==> src/rtl/noc_pkg.sv <==
// Shared constants and the packet type for the NoC input buffer slice.
package noc_pkg;

    localparam int DATA_PACKET_SIZE_DEFAULT = 32;
    localparam int BUF_DEPTH_DEFAULT        = 4;

    typedef logic [DATA_PACKET_SIZE_DEFAULT-1:0] noc_packet_t;

endpackage : noc_pkg

==> src/rtl/noc_input_buffer_if.sv <==
// Point-to-point valid/ready link carrying one packet per transfer.
// Valid/ready: a packet moves on a rising edge where valid && ready are both 1;
// once valid is raised it stays high, with data stable, until that edge.
interface bus #(
    parameter int DATA_PACKET_SIZE = noc_pkg::DATA_PACKET_SIZE_DEFAULT
);

    logic                        valid;
    logic                        ready;
    logic [DATA_PACKET_SIZE-1:0] data;

    modport source (output valid, output data, input  ready);
    modport sink   (input  valid, input  data, output ready);

endinterface : bus

==> src/rtl/noc_buf_mem.sv <==
// Packet storage array: one synchronous write port, one asynchronous read port.
// Contents are never reset; the pointers alone decide what is live.
module noc_buf_mem #(
    parameter int WIDTH = 32,
    parameter int DEPTH = 4
) (
    input  logic                     clk,
    input  logic                     we,
    input  logic [$clog2(DEPTH)-1:0] waddr,
    input  logic [WIDTH-1:0]         wdata,
    input  logic [$clog2(DEPTH)-1:0] raddr,
    output logic [WIDTH-1:0]         rdata
);

    logic [WIDTH-1:0] mem_q [DEPTH];

    always_ff @(posedge clk) begin
        if (we) begin
            mem_q[waddr] <= wdata;
        end
    end

    assign rdata = mem_q[raddr];

endmodule : noc_buf_mem

==> src/rtl/noc_input_buffer.sv <==
// Elastic FIFO stage in front of a router port: in-order, unmodified packet relay.
// Optional NOC_BUF_BYPASS_EN forwards a packet combinationally when the buffer is empty.
module noc_input_buffer
    import noc_pkg::*;
#(
    parameter int DATA_PACKET_SIZE = DATA_PACKET_SIZE_DEFAULT,
    parameter int DEPTH            = BUF_DEPTH_DEFAULT
) (
    input  logic                   clk,
    input  logic                   rst_n,
    bus.sink                       in_bus,
    bus.source                     out_bus,
    output logic [$clog2(DEPTH):0] occupancy
);

    localparam int PW = $clog2(DEPTH);
    localparam int CW = PW + 1;
    localparam logic [CW-1:0] FULL_COUNT = CW'(DEPTH);

    logic [PW-1:0]               wr_ptr_q, wr_ptr_d;
    logic [PW-1:0]               rd_ptr_q, rd_ptr_d;
    logic [CW-1:0]               count_q,  count_d;
    logic                        full, empty;
    logic                        bypass;
    logic                        push, pop;
    logic [DATA_PACKET_SIZE-1:0] rd_data;

    noc_buf_mem #(
        .WIDTH (DATA_PACKET_SIZE),
        .DEPTH (DEPTH)
    ) u_mem (
        .clk   (clk),
        .we    (push),
        .waddr (wr_ptr_q),
        .wdata (in_bus.data),
        .raddr (rd_ptr_q),
        .rdata (rd_data)
    );

    assign full      = (count_q == FULL_COUNT);
    assign empty     = (count_q == '0);
    assign occupancy = count_q;

    // Handshake outputs; in_bus.ready depends only on registered state and reset.
    always_comb begin
        bypass        = 1'b0;
        in_bus.ready  = rst_n && !full;
`ifdef NOC_BUF_BYPASS_EN
        bypass        = rst_n && empty && in_bus.valid;
`endif
        out_bus.valid = !empty || bypass;
        out_bus.data  = '0;
        if (bypass) begin
            out_bus.data = in_bus.data;
        end else if (!empty) begin
            out_bus.data = rd_data;
        end
        // A bypassed packet that is accepted downstream is never stored.
        push = in_bus.valid && in_bus.ready && !(bypass && out_bus.ready);
        pop  = !empty && out_bus.ready;
    end

    always_comb begin
        wr_ptr_d = wr_ptr_q;
        rd_ptr_d = rd_ptr_q;
        count_d  = count_q;
        if (push) begin
            wr_ptr_d = wr_ptr_q + PW'(1);
        end
        if (pop) begin
            rd_ptr_d = rd_ptr_q + PW'(1);
        end
        if (push && !pop) begin
            count_d = count_q + CW'(1);
        end else if (pop && !push) begin
            count_d = count_q - CW'(1);
        end
    end

    always_ff @(posedge clk or negedge rst_n) begin
        if (!rst_n) begin
            wr_ptr_q <= '0;
            rd_ptr_q <= '0;
            count_q  <= '0;
        end else begin
            wr_ptr_q <= wr_ptr_d;
            rd_ptr_q <= rd_ptr_d;
            count_q  <= count_d;
        end
    end

endmodule : noc_input_buffer
==> src/flat_wrapper.sv <==
// flat-port wrapper written by rule: the top's interface ports become plain ports
module noc_input_buffer_flat import noc_pkg::*;
#(
    parameter int DATA_PACKET_SIZE = DATA_PACKET_SIZE_DEFAULT,
    parameter int DEPTH            = BUF_DEPTH_DEFAULT
)
  (clk, rst_n, occupancy, in_bus_valid, in_bus_data, in_bus_ready, out_bus_valid, out_bus_data, out_bus_ready);
  bus #(.DATA_PACKET_SIZE(DATA_PACKET_SIZE)) in_bus_i ();
  bus #(.DATA_PACKET_SIZE(DATA_PACKET_SIZE)) out_bus_i ();
  input  logic clk;
  input  logic rst_n;
  output logic [$clog2(DEPTH):0] occupancy;
  input wire logic [$bits(in_bus_i.valid)-1:0] in_bus_valid;
  input wire logic [$bits(in_bus_i.data)-1:0] in_bus_data;
  output wire logic [$bits(in_bus_i.ready)-1:0] in_bus_ready;
  output wire logic [$bits(out_bus_i.valid)-1:0] out_bus_valid;
  output wire logic [$bits(out_bus_i.data)-1:0] out_bus_data;
  input wire logic [$bits(out_bus_i.ready)-1:0] out_bus_ready;
  assign in_bus_i.valid = in_bus_valid;
  assign in_bus_i.data = in_bus_data;
  assign in_bus_ready = in_bus_i.ready;
  assign out_bus_valid = out_bus_i.valid;
  assign out_bus_data = out_bus_i.data;
  assign out_bus_i.ready = out_bus_ready;
  noc_input_buffer #(.DATA_PACKET_SIZE(DATA_PACKET_SIZE), .DEPTH(DEPTH)) u_core (.clk(clk), .rst_n(rst_n), .in_bus(in_bus_i), .out_bus(out_bus_i), .occupancy(occupancy));
endmodule
==> config.mk <==
export PLATFORM = sky130hd
export DESIGN_NAME = noc_input_buffer_flat
export DESIGN_NICKNAME = d
export VERILOG_FILES = /design/src/rtl/noc_pkg.sv /design/src/rtl/noc_input_buffer_if.sv /design/src/rtl/noc_buf_mem.sv /design/src/rtl/noc_input_buffer.sv /design/src/flat_wrapper.sv
export SDC_FILE = /design/constraint.sdc
export NUM_CORES = 1
export LEC_CHECK = 0
export CORE_ASPECT_RATIO = 1.5
export CORE_MARGIN = 10
export CORE_UTILIZATION = 41
export DETAILED_ROUTE_END_ITERATION = 8
export MAX_ROUTING_LAYER = met4
export PLACE_DENSITY = 0.59
export SLEW_MARGIN = 20
export SYNTH_ARGS = -nofsm -noshare
export SYNTH_HDL_FRONTEND = slang
export SYNTH_SLANG_ARGS = --single-unit
==> constraint.sdc <==
create_clock -name clk -period 2.4 [get_ports clk]
set_input_delay 0.48 -clock clk [delete_from_list [all_inputs] [get_ports clk]]
set_output_delay 0.48 -clock clk [all_outputs]
set_load 0.01 [all_outputs]
==> impl_metrics.py, run 1 <==
# Auto-generated metrics
metrics = {
    "run_status": {
        "outcome": "completed",
    },
    "final_layout": {
        "logic_area_um2": 1180,
        "drive_above_1_share_pct": 37.4,
        "nFillCells": 977,
        "utilization_pct": 55.6,
    },
    "synthesis": {
        "ys_cells": 240,
        "ff_type": "edfxtp_1",
        "adder_share_pct": 1.56,
        "yosysWarnings": 0,
        "synth-simple-area-share_pct": 4.75,
        "edf_count": 128,
        "synthDistinctLibCells": 21,
        "synthArstFlopShare_pct": 5.19,
    },
    "global_route": {
        "antenna_found_initial": 0,
        "grtUsageMet3_pct": 3.62,
        "gr-total-overflow": 0,
        "met1_usage_pct": 13.8,
    },
    "place": {
        "dpl_worst_slack_ps": 6.07,
        "port_buffers": 72,
    },
    "floorplan": {
        "rows": 50,
        "floorplan.core_util_pct": 42.1,
        "chipWidth_um": 113,
    },
    "route": {
        "wl_per_cell_um": 20.4,
        "totalWireLength_um": 10500,
        "drt-initial-drc-count": 105,
        "first_pass_iters": 4,
        "antenna_left": 0,
    },
    "critical_path": {
        "critPathLaunchType": "flop",
        "worst_r2r_path_depth": 8,
        "reg2reg_from": "u_core.occupancy[2]",
        "crit_fanout": 5,
        "required_ps": 1920,
    },
    "run": {
        "cap_violations": 0,
    },
    "cts": {
        "clockBufferDepth": 2,
        "htreeDepth": 4,
        "cts.sinks": 135,
    },
    "sta": {
        "slew_violations": 0,
        "achievable-frequency_mhz": 419,
    },
    "worst_hold_path": {
        "hp-class": "primary input to asynchronous set/reset pin",
    },
    "power": {
        "total_power_mw": 8.67,
    },
}
run 1: cell families (layout without fill, tap and decap cells):
| logic type | count (synthesis) | after routing |
|---|---|---|
| flip-flops | 135 | 135 |
| AND/OR/NAND/NOR | 42 | 42 |
| multiplexers | 34 | 34 |
| buffers and inverters | 15 | 133 |
| adder cells (fa/ha/maj) | 6 | 6 |
| XOR/XNOR | 6 | 6 |
| AND-OR/OR-AND | 2 | 2 |
run 1: repair_timing:
item	in CTS	in global routing
hold buffers	0	0
endpoints found under the setup margin	33	19
gates resized	154	10
buffers inserted	8	0
gates cloned	4	0
pin swaps	10	1
run 1: worst reg2reg max path, delay by kind of cell (launching register included):
kind / cells / cell delay (ps)
XOR/XNOR: 2 / 310
adder cells (fa/ha/maj): 2 / 580
buffers and inverters: 1 / 60
flip-flops: 1 / 430
AND/OR/NAND/NOR: 3 / 680
run 1: stage by stage:
step / instance area, um2 / cells
floorplan: 5290 / 240
global placement: 6350 / 473
detailed placement: 6350 / 473
CTS: 6980 / 515
global route: 6990 / 514
finish: 6990 / 514
run 1: routing by layer:
metal  vias to the layer above  share of wire [%]
li1                       1172                  -
met1                      1334                 39
met2                        69                 55
met3                         9                4.9
met4                         0                1.2
met5                         -                  0
run 1: flip-flops by register name, summed over array words and instances (netlist names):
signal / count
u_core.u_mem.mem_q: 128
u_core.occupancy: 3
u_core.wr_ptr_q: 2
u_core.rd_ptr_q: 2
run 1: area by class of cell:
class / instances / area share [%]
flip-flops and latches: 135 / 57.5
multi-input cells: 90 / 16.9
repair buffers: 98 / 14.6
clock buffers: 18 / 6.14
well taps: 156 / 2.79
clock inverters: 14 / 1.88
inverters: 3 / 0.161
run 1: placed cells by master (no fill, tap or decap):
master,Yosys,routed
edfxtp_1,128,128
and2_1,36,21
xnor2_1,4,4
nor2_1,2,2
clkinv_4,0,1
clkbuf_1,5,1
mux4_2,28,30
clkinv_1,0,4
nand2_1,2,2
clkbuf_16,0,17
xor2_1,2,2
buf_12,3,10
buf_8,0,1
buf_2,3,22
mux2_2,2,2
clkinv_2,0,3
clkdlybuf4s50_1,0,39
a21oi_1,1,1
nand3_1,1,1
ha_1,5,5
inv_1,3,3
and2_4,0,11
buf_4,0,9
fa_1,1,1
or3_1,1,1
a21boi_0,1,1
and2_2,0,4
buf_6,1,13
buf_16,0,3
bufinv_16,0,2
dlygate4sd2_1,0,1
inv_6,0,2
mux4_1,4,2
clkinvlp_4,0,2
dfrtp_2,0,2
dfrtp_1,7,5
run 1: how the worst max path moves through the flow:
stage / start / endpoint / slack, ps / cells after the start
6_report: u_core.rd_ptr_q[0] / out_bus_data[16] / 10 / 6
5_1_grt: u_core.rd_ptr_q[0] / out_bus_data[16] / -60 / 6
4_1_cts: u_core.rd_ptr_q[0] / out_bus_data[15] / -40 / 6
3_5_place_dp: rst_n / u_core.occupancy[2] / 6 / 9
3_3_place_gp: u_core.rd_ptr_q[0] / out_bus_data[31] / 90 / 4
2_1_floorplan: u_core.occupancy[0] / u_core.occupancy[2] / 250 / 9
run 1: power by group:
group | internal, mW | switching (mW)
registers | 2.90 | 0.101
clock network | 1.51 | 0.913
logic | 1.88 | 1.37
**Run 1: power grid**

Pins as bars on the die edge. Tap cells in gray.
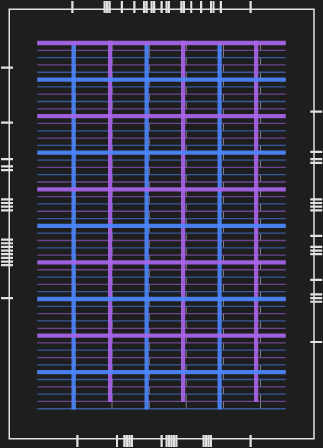
Purple stands for VDD. Blue stands for VSS.
156 tap cells. 10 straps on met5.

**Run 1: clock wires, drivers and flops**

Bar = 20 um.
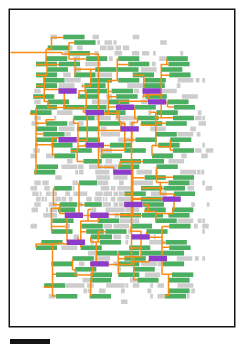
Purple stands for cells driving clock nets, count 17. Orange stands for clock wires, length 1500 um. Green stands for flip-flops, count 135.
There are 18 routed clock nets.

**Run 1: placement by cell class**

Bar = 20 um.
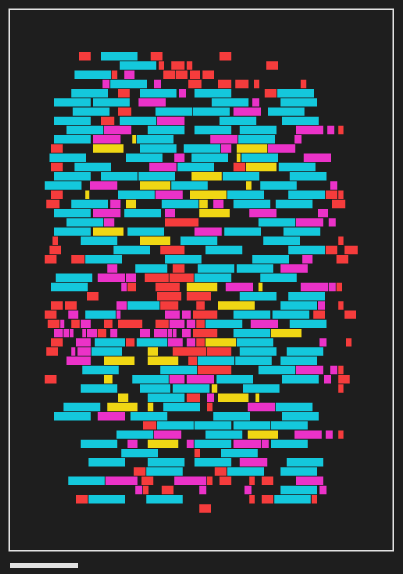
Magenta stands for all other logic, cells 93, share of their area 18%. Cyan stands for flip-flops, cells 135, share of their area 59%. Yellow stands for clock drivers and dummy loads, cells 32, share of their area 8.2%. Red stands for other buffers and delay cells, cells 98, share of their area 15%.

**Run 1: clock routing**

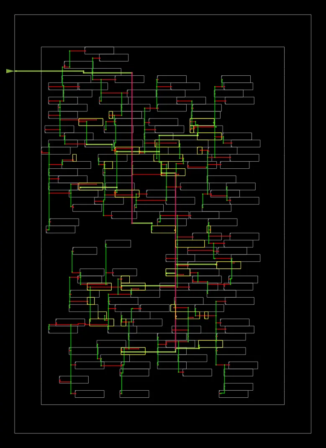
clock network power: 2.43 mW
clk ins delay skew pair: 400 ps

**Run 1: gate families picked out**

Bar = 20 um.
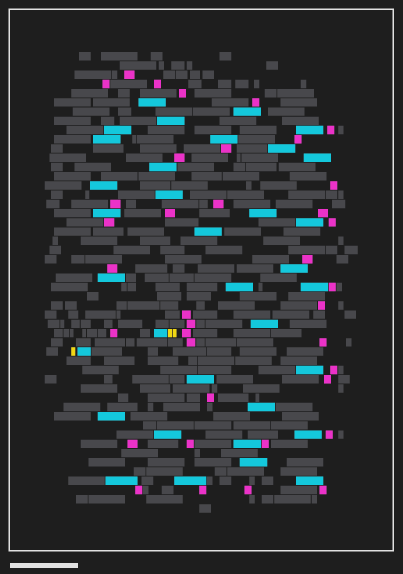

==> run 2, diff against run 1 <==
clock period = 2.2 ns   (was 2.4 ns; I/O delays follow)
**Run 2: gate families picked out**

Bar = 20 um.
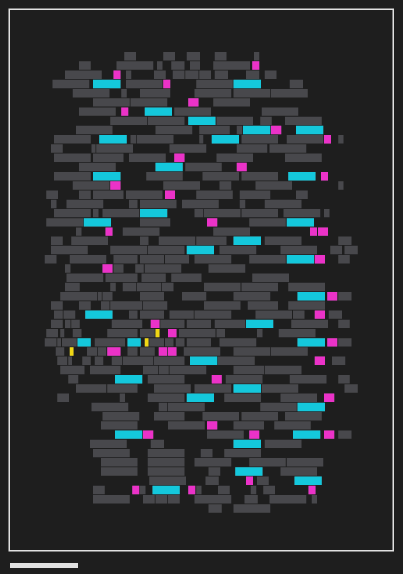
Cyan stands for multiplexers, cells 34, most used mux4_2. Magenta stands for AND and OR gates, cells 37, most used and2_4. Yellow stands for inverters, cells 3, most used inv_1.

**Run 2: power grid**

Pins as bars on the die edge. Tap cells in gray.
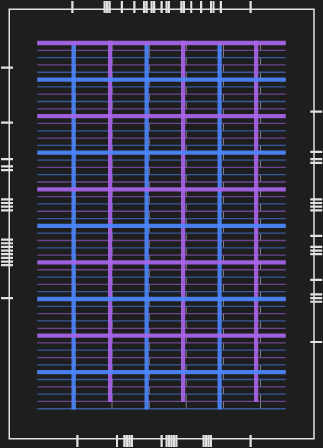
Purple stands for VDD. Blue stands for VSS.
51 met1 rails follow the rows. 10 straps on met5. The core has 50 rows. 73 signal pins sit on the boundary. 6 straps on met4.

==> impl_metrics.py, run 2 <==
# Auto-generated metrics
metrics = {
    "final_layout": {
        "final_cell_count_no_fill": 514,
        "largest_reg_flops": 128,
        "mostFrequentLayoutCell": "edfxtp_1",
        "stdcell_area_um2": 7010,
        "lay_top_cells": "edfxtp_1 (128), clkdlybuf4s50_1 (38), mux4_2 (32)",
        "drive_above_1_share_pct": 41.6,
        "nFillCells": 989,
        "top_register": "u_core.u_mem.mem_q",
    },
    "floorplan": {
        "floorplan.core_util_pct": 42.1,
        "rows": 50,
        "chipWidth_um": 113,
    },
    "route": {
        "first_pass_iters": 4,
        "wl_per_cell_um": 20.0,
        "totalWireLength_um": 10300,
        "drt-initial-drc-count": 118,
        "vias": 2574,
        "antenna_left": 0,
    },
    "run_status": {
        "outcome": "finished, violations left",
        "violations": "negative setup slack",
    },
    "synthesis": {
        "topCellsByArea": "edfxtp_1 (73%), mux4_2 (12%), and2_1 (4.3%)",
        "synthDistinctLibCells": 21,
        "edf_count": 128,
        "ys_cells": 240,
        "synth.cell_area_um2": 5290,
        "synthArstFlopShare_pct": 5.19,
    },
    "cts": {
        "cts_root_buffer": "clkbuf_16",
        "clkLatencyLatePin_ps": 400,
        "cts_hold_buf": 0,
        "htreeDepth": 4,
        "clk_pin_slew_ps": 50,
    },
    "sta": {
        "setup_violations": 32,
        "slew_violations": 0,
        "layout_setup_ws_ps": -83.1,
    },
    "run": {
        "cap_violations": 0,
        "warning_count": 31,
    },
    "global_route": {
        "antenna_found_initial": 0,
        "gr-total-overflow": 0,
    },
    "place": {
        "dp.cells": 478,
        "dpl_cell_area_um2": 6400,
    },
    "worst_hold_path": {
        "hp-class": "primary input to asynchronous set/reset pin",
    },
    "critical_path": {
        "path_delay_family": "multiplexers",
        "critPathLaunchType": "flop",
        "reg2reg_setup_slack_ps": 220,
        "crit_fanout": 7,
        "required_ps": 1760,
    },
}
**Run 2: clock routing**

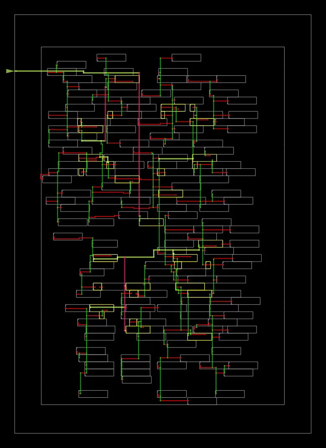
TritonCTS Sinks: 135
Clock Skew: 5.39 ps

[run 2: cell counts after synthesis]
Identical to the previous run, type by type.
[run 2: routing by layer]
| metal | GRT usage, % | wire, um |
|---|---|---|
| met1 | 13.2 | 4110 |
| met2 | 20.3 | 5630 |
| met3 | 3.77 | 417 |
| met5 | - | 0 |
| met4 | 4.86 | 102 |
[run 2: worst paths after layout]
path                       depth (start not counted)                start             endpoint
setup / recovery                                   5   u_core.rd_ptr_q[0]     out_bus_data[31]
hold / removal                                     2                rst_n   u_core.rd_ptr_q[0]
setup reg to reg                                   8  u_core.occupancy[0]  u_core.occupancy[2]
hold reg to reg                                    1   u_core.wr_ptr_q[1]   u_core.wr_ptr_q[1]
max in group asynchronous                          2                rst_n   u_core.rd_ptr_q[1]
min in group clk                                   1   u_core.wr_ptr_q[1]   u_core.wr_ptr_q[1]
[run 2: power by group]
part	internal, mW	leakage, nW	switching (mW)
logic	2.15	0.956	1.50
clock network	1.53	0.259	0.996
registers	3.16	1.24	0.105
total	6.84	2.46	2.60
[run 2: kinds of logic (layout without fill, tap and decap cells)]
kind of cell | count (synthesis) | count (layout) | share of synthesized area (%)
AND-OR/OR-AND | 2 | 2 | 0.236
XOR/XNOR | 6 | 6 | 0.993
adder cells (fa/ha/maj) | 6 | 6 | 1.56
buffers and inverters | 15 | 133 | 2.20
flip-flops | 135 | 135 | 75.9
multiplexers | 34 | 34 | 14.3
AND/OR/NAND/NOR | 42 | 42 | 4.75
[run 2: cell type report]
type,instances,area [um2],share of cell area (%)
Clock buffer,18,429,6.13
Clock inverter,14,111,1.59
Inverter,3,11.3,0.161
Multi-Input combinational cell,90,1200,17.2
Sequential cell,135,4020,57.4
Tap cell,156,195,2.79
Timing Repair Buffer,98,1040,14.8
[run 2: through the flow]
stage | util (%) | TNS, ps | total power [mW]
global placement | 50.9 | -318 | 6.71
finish | 55.7 | -1800 | 9.44
global route | 55.7 | -4040 | 9.95
floorplan | - | 0 | 5.14
detailed placement | 50.9 | -591 | 6.75
CTS | 55.6 | -3880 | 9.53
[run 2: worst reg2reg max path, cell delays in order (launching register included)]
cell	delay, ps
dfrtp_1	380
or3_4	410
nand2_1	110
ha_1	170
inv_1	60
fa_1	370
xor2_1	160
nor2_1	110
xor2_1	140
[run 2: repair_timing]
item                                    4_1_cts  5_1_grt
gates resized                               163       21
buffers inserted                              4        1
endpoints found under the setup margin       33       34
pin swaps                                    16        6
gates cloned                                  2        0
Power and IR drop assume default switching activity.
